<file path="src/rtl/parity_sweep_ctrl.sv">
// -----------------------------------------------------------------------------
// parity_sweep_ctrl
//
// Exhaustive-sweep sequencer for an N-input XNOR parity gate. On START it
// drives every vector 0..2^N-1 onto STIM. It holds each vector for SETTLE+1
// cycles and samples Y on the last edge of that window. Each sample is compared
// with the expected XNOR parity (~^STIM). At the end of the sweep it reports
// PASS, a saturating mismatch count and the first failing vector.
//
// Parameters
//   N       gate input count / STIM width (1..8)
//   SETTLE  extra hold cycles per vector before sampling (0..15)
//   ERRW    width of the mismatch counter
//
// Ports
//   CLK      in   1     rising-edge clock
//   RST      in   1     synchronous reset, active-high
//   START    in   1     sweep request, only honoured while idle
//   Y        in   1     output of the gate under test
//   STIM     out  N     registered vector driven to the gate (bit0=C1, bit1=C2, bit2=C4)
//   BUSY     out  1     sweep in progress
//   DONE     out  1     one-cycle pulse in the cycle after BUSY falls
//   PASS     out  1     last sweep had no mismatches
//   ERRCNT   out  ERRW  mismatch count of last sweep, saturating
//   FAILVEC  out  N     first mismatching vector of last sweep
//
// Build option
//   PARITY_SWEEP_STOP_ON_FAIL_EN : when defined, the first mismatch ends the
//   sweep immediately. STIM then holds the failing vector and ERRCNT is 1.
//   When undefined, the full sweep always runs.
// -----------------------------------------------------------------------------
module parity_sweep_ctrl #(
  parameter int N      = 3,
  parameter int SETTLE = 2,
  parameter int ERRW   = 8
) (
  input  logic            CLK,
  input  logic            RST,
  input  logic            START,
  input  logic            Y,
  output logic [N-1:0]    STIM,
  output logic            BUSY,
  output logic            DONE,
  output logic            PASS,
  output logic [ERRW-1:0] ERRCNT,
  output logic [N-1:0]    FAILVEC
);

  typedef enum logic [1:0] {
    IDLE   = 2'd0,
    DRIVE  = 2'd1,
    SAMPLE = 2'd2,
    FIN    = 2'd3
  } stateT;

  localparam logic [3:0]      SETTLE_LOAD = 4'(SETTLE);
  localparam logic [N-1:0]    LAST_VEC    = '1;
  localparam logic [ERRW-1:0] ERR_MAX     = '1;

  stateT           stateReg, stateNext;
  logic [3:0]      settleReg, settleNext;
  logic [N-1:0]    stimReg, stimNext;
  logic            busyReg, busyNext;
  logic            doneReg, doneNext;
  logic            passReg, passNext;
  logic [ERRW-1:0] errReg, errNext;
  logic [N-1:0]    failReg, failNext;

  logic            expBit;
  logic            mismatch;
  logic            lastVec;
  logic            sweepEnd;

  // Expected gate output: 1 when the vector has an even number of ones.
  assign expBit   = ~^stimReg;
  assign mismatch = (stateReg == SAMPLE) && (Y != expBit);
  assign lastVec  = (stimReg == LAST_VEC);

`ifdef PARITY_SWEEP_STOP_ON_FAIL_EN
  assign sweepEnd = lastVec || mismatch;
`else
  assign sweepEnd = lastVec;
`endif

  // ---------------------------------------------------------------------------
  // State register
  // ---------------------------------------------------------------------------
  always_ff @(posedge CLK) begin
    if (RST) begin
      stateReg <= IDLE;
    end else begin
      stateReg <= stateNext;
    end
  end

  // ---------------------------------------------------------------------------
  // Next-state logic
  // With SETTLE = 0 the DRIVE state is skipped entirely, so each vector gets
  // exactly one SAMPLE cycle.
  // ---------------------------------------------------------------------------
  always_comb begin
    stateNext = stateReg;
    case (stateReg)
      IDLE: begin
        if (START) begin
          stateNext = (SETTLE_LOAD == 4'd0) ? SAMPLE : DRIVE;
        end
      end
      DRIVE: begin
        // The counter enters DRIVE holding SETTLE. Leaving when it reads 1
        // makes DRIVE last exactly SETTLE cycles.
        if (settleReg <= 4'd1) begin
          stateNext = SAMPLE;
        end
      end
      SAMPLE: begin
        if (sweepEnd) begin
          stateNext = FIN;
        end else begin
          stateNext = (SETTLE_LOAD == 4'd0) ? SAMPLE : DRIVE;
        end
      end
      FIN: begin
        stateNext = IDLE;
      end
      default: begin
        stateNext = IDLE;
      end
    endcase
  end

  // ---------------------------------------------------------------------------
  // Output / datapath next values
  // All outputs are registered. BUSY and DONE are decoded from the next state,
  // so they line up with the state they describe.
  // ---------------------------------------------------------------------------
  always_comb begin
    settleNext = settleReg;
    stimNext   = stimReg;
    passNext   = passReg;
    errNext    = errReg;
    failNext   = failReg;
    busyNext   = (stateNext == DRIVE) || (stateNext == SAMPLE);
    doneNext   = (stateNext == FIN);

    case (stateReg)
      IDLE: begin
        if (START) begin
          stimNext   = '0;
          errNext    = '0;
          failNext   = '0;
          passNext   = 1'b0;
          settleNext = SETTLE_LOAD;
        end
      end
      DRIVE: begin
        settleNext = settleReg - 4'd1;
      end
      SAMPLE: begin
        if (mismatch) begin
          if (errReg != ERR_MAX) begin
            errNext = errReg + ERRW'(1);
          end
          // The count only ever leaves zero on a mismatch, and it saturates
          // rather than wrapping. A zero count therefore means no earlier
          // mismatch has been seen in this sweep.
          if (errReg == '0) begin
            failNext = stimReg;
          end
        end
        if (sweepEnd) begin
          // PASS covers the final sample too, so use the updated count.
          passNext = (errNext == '0);
        end else begin
          stimNext   = stimReg + N'(1);
          settleNext = SETTLE_LOAD;
        end
      end
      default: begin
      end
    endcase
  end

  // ---------------------------------------------------------------------------
  // Datapath / output registers
  // ---------------------------------------------------------------------------
  always_ff @(posedge CLK) begin
    if (RST) begin
      settleReg <= '0;
      stimReg   <= '0;
      busyReg   <= 1'b0;
      doneReg   <= 1'b0;
      passReg   <= 1'b0;
      errReg    <= '0;
      failReg   <= '0;
    end else begin
      settleReg <= settleNext;
      stimReg   <= stimNext;
      busyReg   <= busyNext;
      doneReg   <= doneNext;
      passReg   <= passNext;
      errReg    <= errNext;
      failReg   <= failNext;
    end
  end

  assign STIM    = stimReg;
  assign BUSY    = busyReg;
  assign DONE    = doneReg;
  assign PASS    = passReg;
  assign ERRCNT  = errReg;
  assign FAILVEC = failReg;

endmodule

</file>
<file path="config.mk">
export PLATFORM = sky130hd
export DESIGN_NAME = parity_sweep_ctrl
export DESIGN_NICKNAME = d
export VERILOG_FILES = /design/src/rtl/parity_sweep_ctrl.sv
export SDC_FILE = /design/constraint.sdc
export NUM_CORES = 1
export LEC_CHECK = 0
export CAP_MARGIN = 10
export CORE_MARGIN = 2
export CORE_UTILIZATION = 57
export DETAILED_ROUTE_END_ITERATION = 7
export PLACE_DENSITY = 0.84
export SETUP_SLACK_MARGIN = 0.4
export SLEW_MARGIN = 30
export SYNTH_ARGS = -nofsm -noshare
export SYNTH_HDL_FRONTEND = slang
export SYNTH_SLANG_ARGS = --single-unit
</file>
<file path="constraint.sdc">
create_clock -name CLK -period 2.65 [get_ports CLK]
set_input_delay 0.53 -clock CLK [delete_from_list [all_inputs] [get_ports CLK]]
set_output_delay 0.53 -clock CLK [all_outputs]
set_load 0.05 [all_outputs]
</file>
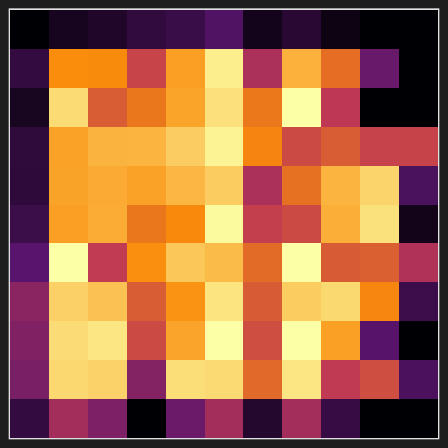
(local utilization)
11 x 11 tiles, from black (low) to pale yellow (high), 0 to 100% covered.
nearly empty tiles: 8.3%
densest ninth of the die: center
fullest tile: 100%

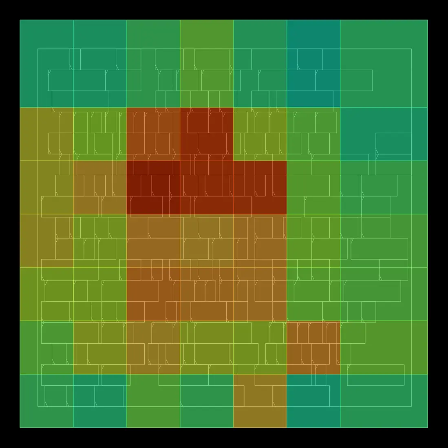
(congestion heat map)
GR Util met3: 3.71%
Final Util: 70.6%
total track usage: 25.2%
GR Util met2: 40.6%
WL/cell: 14.8 um

==> out/results.tsv <==
stage	metric	value	unit
pwr	p_comb_share	22.6	%
status	outcome	completed	
placement	gp_congestion	0.941	
setup_path	cp-start-kind	register	
synthesis	flop_cell	dfxtp_1	
synthesis	synth-edff-count	0	
clock_network	cts_setup_buffers	0	
min_path	hold_start	FAILVEC[2]	
final_timing	hold_violations	0	
cells_and_area	layout_top_cells	23 x dfxtp_1, 16 x a21oi_1, 14 x clkdlybuf4s50_1	
pwr	power_leader	sequential cells	
clock_network	clk_pin_slew	140	ps
synthesis	area_leaders	dfxtp_1 34%, ha_1 6.5%, a21oi_1 5.9%	
cells_and_area	seq_share	29.2	%
floorplan	initCoreUtil	60.5	%
synthesis	top_area_share	34.1	%
drt	routed_wl	3.05	mm
final_timing	fin_skew	14.7	ps
setup_path	critPathKind	reg2out	
min_path	holdPathStages	2	
floorplan	die_h	52.7	um
global_route	grt_max_degree	20	
synthesis	synth.distinct_cells	47	
clock_network	cts.hold.buffers_added	0	
cells_and_area	comb-cell-share	51.3	%
clock_network	clk_latency	340	ps
drt	m1WireLength	1.30	mm
synthesis	netlist_area	0.00135	mm^2
clock_network	htree_levels	1	
final_timing	hold_ws	474	ps
drt	drt_iter0_drc	47	
setup_path	critPathArrivalTime	1650	ps
synthesis	simple_gate_area_share	28.4	%
setup_path	end_kind	output port	
synthesis	synth_top_cell_by_count	dfxtp_1	
drt	ant_nets	0	
clock_network	cts_tree	built	
floorplan	die_x	52.7	um
cells_and_area	clock_buffer_count	3	
drt	wl_met3	246	um
setup_path	crit_path_end	ERRCNT[1]	
final_timing	period_used_share	82.4	%
flow_run	maxCapViolCount	0	
floorplan	coreArea	0.00223	mm^2
global_route	antenna_found_initial	0	
flow_run	warning_count	28	
cells_and_area	nMultiInputCombCells	123	
floorplan	rows	17	
cells_and_area	inv_count	6	
placement	numPortBuffers	20	
setup_path	cp_max_fo	8	
pwr	internal-power	0.491	mW
pwr	power_frac_clock	24.3	%
setup_path	crit-reg2reg-launch	STIM[0]	
drt	first_pass_iters	4	
final_timing	drv_slew	0	
cells_and_area	final_cell_area	0.00158	mm^2
setup_path	ff2ff_path_depth	6	
setup_path	worst_ep_required_time	2120	ps
synthesis	synthTopCellsByCount	23 x dfxtp_1, 16 x a21oi_1, 12 x nand2_1	
pwr	p_switching	0.234	mW
clock_network	cts.repair.resized	2	
global_route	grt-ovfl-total	0	
global_route	grt_pass1_wl	5.15	mm
setup_path	cpPeakStageDelay	850	ps
floorplan	ios	21	
synthesis	syn_inst	163	
setup_path	critical_path_buf_inv_count	1	
drt	routed-via-count	1286	
cells_and_area	mi_logic_area	808	um^2
placement	dp_slack	322	ps
clock_network	clockBufferDepth	2	
setup_path	rrSetupSlack	650	ps
cells_and_area	nFillCells	195	
final_timing	relSlewSlack	66.3	%
cells_and_area	seq_cells	23	
synthesis	xor_share	2.96	%
cells_and_area	buf_share	14.1	%
cells_and_area	final_nets	190	
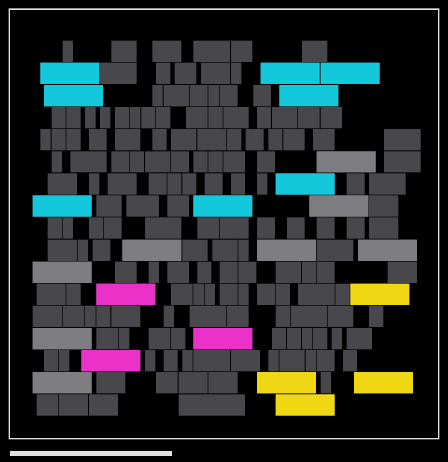
(sequential cells grouped by signal name)
Bar = 20 um. Other sequential cells in the stronger gray, the rest of the logic in the fainter gray.
[STIM] magenta | placed flops: 3
[settleReg] yellow | placed flops: 4 | where: south-east
[ERRCNT] cyan | placed flops: 8

Power is estimated from default activity; no workload was simulated.
